**src/rtl/mig_pkg.sv**
```systemverilog
// Shared sizing defaults and constants for the operand fetch stage.
package mig_pkg;

  localparam int WIDTH_DEF = 32;
  localparam int NREGS_DEF = 8;
  localparam int AW_DEF    = $clog2(NREGS_DEF);
  localparam int ZERO_REG  = 0;

endpackage

```
**src/rtl/op_regfile.sv**
```systemverilog
// Register file with two read ports and one write port; r0 is hardwired to zero.
// A write in flight is forwarded to both read ports in the same cycle.
module op_regfile
  import mig_pkg::*;
#(
  parameter int WIDTH = WIDTH_DEF,
  parameter int NREGS = NREGS_DEF,
  localparam int AW   = $clog2(NREGS)
) (
  input  logic             clk,
  input  logic             reset,
  input  logic [AW-1:0]    rd_addr1,
  input  logic [AW-1:0]    rd_addr2,
  output logic [WIDTH-1:0] rd_data1,
  output logic [WIDTH-1:0] rd_data2,
  input  logic             wr_en,
  input  logic [AW-1:0]    wr_addr,
  input  logic [WIDTH-1:0] wr_data
);

  logic [WIDTH-1:0] regs [NREGS];
  logic             wr_hit;

  assign wr_hit = wr_en && (wr_addr != AW'(ZERO_REG));

  always_ff @(posedge clk) begin
    if (reset) begin
      for (int i = 0; i < NREGS; i++) begin
        regs[i] <= '0;
      end
    end else if (wr_hit) begin
      regs[wr_addr] <= wr_data;
    end
  end

  always_comb begin
    rd_data1 = regs[rd_addr1];
    rd_data2 = regs[rd_addr2];
    if (wr_hit && (wr_addr == rd_addr1)) rd_data1 = wr_data;
    if (wr_hit && (wr_addr == rd_addr2)) rd_data2 = wr_data;
    if (rd_addr1 == AW'(ZERO_REG)) rd_data1 = '0;
    if (rd_addr2 == AW'(ZERO_REG)) rd_data2 = '0;
  end

endmodule

```
**src/rtl/operand_fetch.sv**
```systemverilog
// Operand fetch stage: reads sources, blocks on pending destinations (scoreboard),
// and issues a registered payload to the executor.
module operand_fetch
  import mig_pkg::*;
#(
  parameter int WIDTH = WIDTH_DEF,
  parameter int NREGS = NREGS_DEF,
  localparam int AW   = $clog2(NREGS)
) (
  input  logic             clk,
  input  logic             reset,
  input  logic             in_valid,
  output logic             in_ready,
  input  logic [AW-1:0]    in_rs1,
  input  logic [AW-1:0]    in_rs2,
  input  logic [AW-1:0]    in_rd,
  input  logic             in_imm_sel,
  input  logic [WIDTH-1:0] in_imm,
  input  logic             wb_en,
  input  logic [AW-1:0]    wb_addr,
  input  logic [WIDTH-1:0] wb_data,
  output logic             out_valid,
  input  logic             out_ready,
  output logic [WIDTH-1:0] operand1,
  output logic [WIDTH-1:0] operand2,
  output logic [AW-1:0]    out_rd,
  output logic [15:0]      issue_count
);

  // Handshakes: a transfer happens on a rising edge where valid && ready are both 1.
  // valid must not depend on ready; payload stays stable while valid && !ready.

  logic [WIDTH-1:0] rs1_data;
  logic [WIDTH-1:0] rs2_data;
  logic [NREGS-1:0] pending;
  logic [NREGS-1:0] set_mask;
  logic [NREGS-1:0] clr_mask;
  logic             wb_hit;
  logic             rs1_busy;
  logic             rs2_busy;
  logic             hazard;
  logic             accept;

  op_regfile #(
    .WIDTH (WIDTH),
    .NREGS (NREGS)
  ) u_regfile (
    .clk      (clk),
    .reset    (reset),
    .rd_addr1 (in_rs1),
    .rd_addr2 (in_rs2),
    .rd_data1 (rs1_data),
    .rd_data2 (rs2_data),
    .wr_en    (wb_en),
    .wr_addr  (wb_addr),
    .wr_data  (wb_data)
  );

  assign wb_hit = wb_en && (wb_addr != AW'(ZERO_REG));

  // A pending source is still usable when its result arrives this very cycle.
  assign rs1_busy = pending[in_rs1] && !(wb_hit && (wb_addr == in_rs1));
  assign rs2_busy = pending[in_rs2] && !(wb_hit && (wb_addr == in_rs2));
  assign hazard   = rs1_busy || (!in_imm_sel && rs2_busy);

  assign in_ready = !reset && !hazard && (!out_valid || out_ready);
  assign accept   = in_valid && in_ready;

  always_comb begin
    set_mask = '0;
    clr_mask = '0;
    if (accept && (in_rd != AW'(ZERO_REG))) set_mask[in_rd] = 1'b1;
    if (wb_hit) clr_mask[wb_addr] = 1'b1;
  end

  // Set wins over clear so a same-cycle reissue of the destination stays pending.
  always_ff @(posedge clk) begin
    if (reset) begin
      pending <= '0;
    end else begin
      pending <= (pending & ~clr_mask) | set_mask;
    end
  end

  always_ff @(posedge clk) begin
    if (reset) begin
      out_valid   <= 1'b0;
      operand1    <= '0;
      operand2    <= '0;
      out_rd      <= '0;
      issue_count <= '0;
    end else if (accept) begin
      out_valid   <= 1'b1;
      operand1    <= rs1_data;
      operand2    <= in_imm_sel ? in_imm : rs2_data;
      out_rd      <= in_rd;
      issue_count <= issue_count + 16'd1;
    end else if (out_ready) begin
      out_valid   <= 1'b0;
    end
  end

endmodule

```
**config.mk**
```make
export PLATFORM = sky130hd
export DESIGN_NAME = operand_fetch
export DESIGN_NICKNAME = d
export VERILOG_FILES = /design/src/rtl/mig_pkg.sv /design/src/rtl/op_regfile.sv /design/src/rtl/operand_fetch.sv
export SDC_FILE = /design/constraint.sdc
export NUM_CORES = 1
export LEC_CHECK = 0
export ABC_AREA = 1
export CORE_MARGIN = 2
export CORE_UTILIZATION = 55
export CTS_BUF_LIST = sky130_fd_sc_hd__clkbuf_2 sky130_fd_sc_hd__clkbuf_4 sky130_fd_sc_hd__clkbuf_8
export DETAILED_ROUTE_END_ITERATION = 12
export PLACE_DENSITY = 0.77
export SYNTH_ARGS = -nofsm -noshare
export SYNTH_HDL_FRONTEND = slang
export SYNTH_SLANG_ARGS = --single-unit
```
**constraint.sdc**
```tcl
create_clock -name clk -period 5.8 [get_ports clk]
set_input_delay 1.45 -clock clk [delete_from_list [all_inputs] [get_ports clk]]
set_output_delay 1.45 -clock clk [all_outputs]
set_load 0.02 [all_outputs]
```
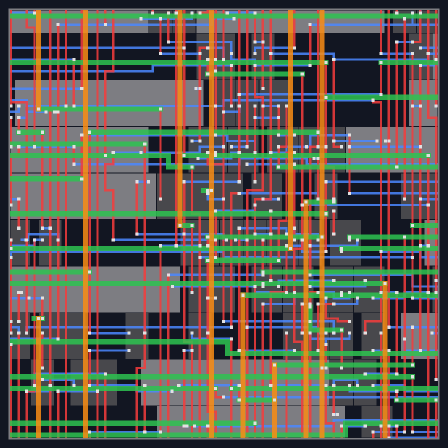
Fig. 1. Zoomed window.
Window x 77 to 102, y 77 to 102 um. Cells in grey, sequential cells in the stronger grey; small squares are vias.
- metal 4: orange
- metal 1: blue
- metal 3: green
- metal 2: red
- sequential cells in the window: 6
- cells with their middle in the window: 47
- netlist names of flops here include: u_regfile.regs (6)
- most frequent: nand2_1 (12), nor2_1 (8), edfxtp_1 (6)

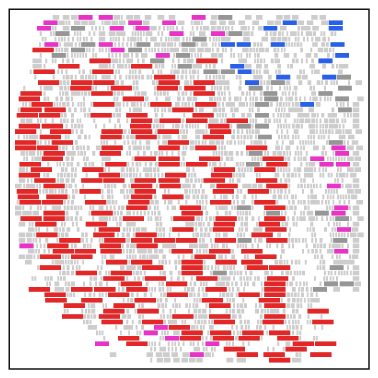
Fig. 2. Where the registers sit.
Drawn at 2 px/um. Other sequential cells in the stronger grey, the rest of the logic in the fainter grey.
- issue_count: blue (sequential cells 16; where upper right)
- operand2: magenta (sequential cells 32; where widely spread)
- u_regfile.regs: red (sequential cells 224; where widely spread)
Core Util, Final: 65.32%
Flop+latch power: 2630 uW
Flop area: 0.008568 sq mm

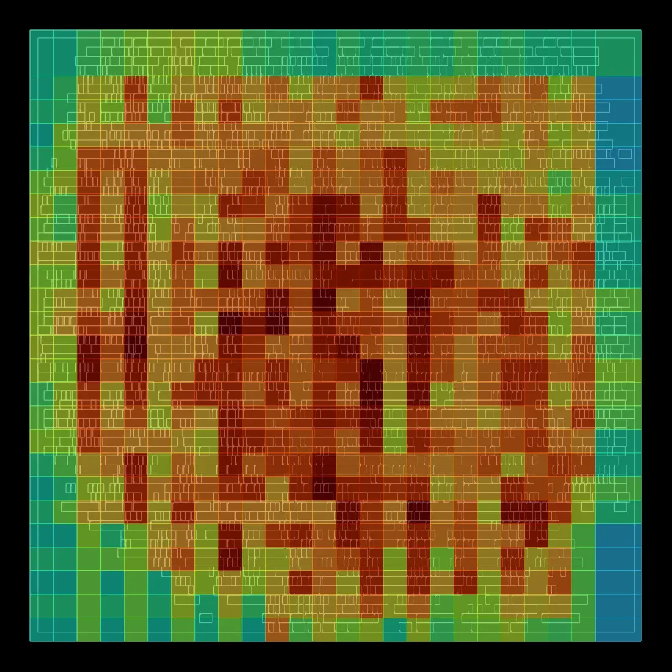
Fig. 3. Routing congestion.
met3 Usage GRT: 7.125%
routed len/inst: 20.77 um
met1 routing resource usage after global routing: 47.51%
GR Util met2: 56.59%
Total GRT Usage: 36.04%

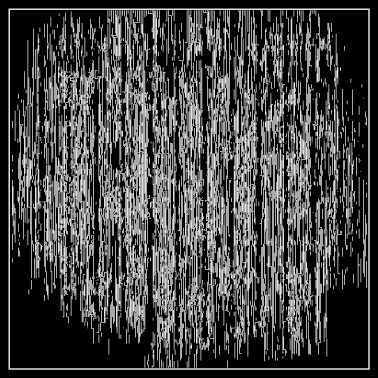
Fig. 4. M2 wires.
Drawn at 2 px/um.
- wire length on this layer: 26.5 mm
- share of all routed wire: 45%
- nets with wire on the layer: 1891
- main direction: vertical
WL final: 58600 um
Via Count: 16700

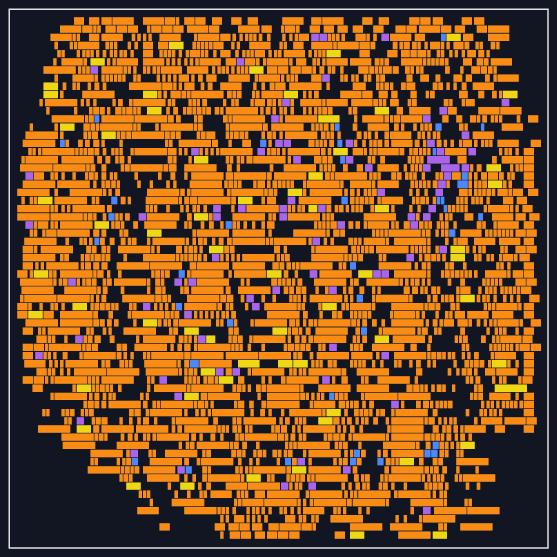
Fig. 5. Drive-strength map.
Drawn at 3 px/um.
- _2 cells: blue (cells 39)
- _0 and _1 cells: orange (cells 2242)
- _6 and larger: yellow (cells 63)
- _3 and _4 cells: purple (cells 81)
design area: 0.01988 sq mm
final setup margin: 0.7402 ns
Area Growth Syn to Fin: 17.85%

==> impl_metrics.yaml <==
# yosys + openroad results
floorplanning:
  row_count: 64
  core_area_sq_mm: 0.03043
min_path:
  min_from: "operand1[26]$_SDFFE_PP0P_"
  hold_class: "flop to flop"
layout:
  nets: 2463
  num_antenna_cells: 0
  layout-drive-gt1-share_pct: 7.546
synth:
  syn_nets: 2338
  yosysCellCount: 2255
  ys_sh_simple_pct: 31.49
  topCellsByArea: "edfxtp_1 (40%), nand2_1 (14%), dfxtp_1 (11%), nor2_1 (11%), nand3_1 (5.1%)"
  top_cell: "nand2_1"
  synthMuxAreaShare_pct: 0
final_timing:
  finalCriticalPeriod_ns: 5.060
  slew_headroom_pct: 34.91
  finalClockSkew_ns: 0.03260
  final_max_slew_viol_count: 0
  fmax_mhz: 197.6
  finalHoldViolCount: 0
clock_tree:
  cts_tree: "yes"
  clkTransAtPathRegs_ns: 0.06
placement:
  port_buffers: 166
  dpl_cell_area_sq_mm: 0.01876
  pre_cts_ws_ns: 0.7883
worst_setup_path:
  required_ns: 4.35
  crit_start: "in_rs1[1]"
  endpoint_kind: "output pin"
  path_depth: 10
global_route:
  grt_start_max_net_pins: 68
  antenna_found_initial: 0
status:
  outcome: "finished, final reports clean"
detailed_routing:
  ant_nets: 0
run:
  warning_count: 26
## area by class of cell
class                   instances  area (sq um)
clock buffers                  87          1016
clock inverters                13         96.34
fillers                      2587         10550
inverters                     185         694.4
multi-input cells            1607          6950
flip-flops and latches        316          8568
well taps                     396         495.5
repair buffers                217          2054
## sequential cells by signal, summed over array words and instances (netlist names)
name,count
operand2,32
issue_count,16
u_regfile.regs,224
out_rd,3
pending,8
out_valid,1
operand1,32
## worst min-delay path, cell delays in order (launching register included)
cell     delay [ns]
dfxtp_1        0.31
nand3_1        0.07
nand2_1        0.04
## per-layer routing
layer	vias up	track usage, %	wire length (um)
li1	7546	-	-
met1	7588	47.51	20990
met2	1347	56.59	26480
met3	221	7.125	8416
met4	0	18.55	2719
met5	-	0	0
## placed cells by master (no fill, tap or decap), types with 7 or more instances in the layout
| cell | n |
|---|---|
| xor2_1 | 12 |
| o22ai_1 | 68 |
| xnor2_1 | 7 |
| nand3_1 | 171 |
| clkdlybuf4s50_1 | 163 |
| o21ai_0 | 131 |
| or2_2 | 19 |
| nand2_1 | 625 |
| nor2_1 | 473 |
| buf_4 | 49 |
| inv_1 | 179 |
| clkbuf_4 | 29 |
| a21oi_1 | 58 |
| clkbuf_8 | 58 |
| edfxtp_1 | 224 |
| dfxtp_1 | 92 |
| nand4_1 | 17 |
## report_power, final
group	internal [uW]	total [uW]	leakage, uW	switching, uW
Sequential	2550	2630	0.00290	74.3
Combinational	294	878	0.00498	584
Clock	1150	2090	0.000602	938
Total	4000	5600	0.00847	1600
## per-stage QoR
step	std cells	util, %
floorplan	2255	-
global placement	2721	61.66
detailed placement	2721	61.66
CTS	2821	65.32
global route	2821	65.32
finish	2821	65.32
## worst min-delay path by stage
stage,to,slack (ns),cells after the start
2_1_floorplan,pending[0]$_SDFF_PP0_,0.43,2
3_3_place_gp,operand1[27]$_SDFFE_PP0P_,0.46,2
3_5_place_dp,operand1[26]$_SDFFE_PP0P_,0.46,2
4_1_cts,operand1[26]$_SDFFE_PP0P_,0.47,2
5_1_grt,pending[0]$_SDFF_PP0_,0.50,2
6_report,operand1[26]$_SDFFE_PP0P_,0.46,2
## kinds of logic (layout without fill, tap and decap cells)
family,Yosys count,after routing
flops,316,316
xor+xnor,19,19
fa+ha+maj,1,1
buf+inv,332,502
simple gates,1319,1319
compound gates,268,268
Power figures rest on the tool's default switching activity, not on a simulated workload.
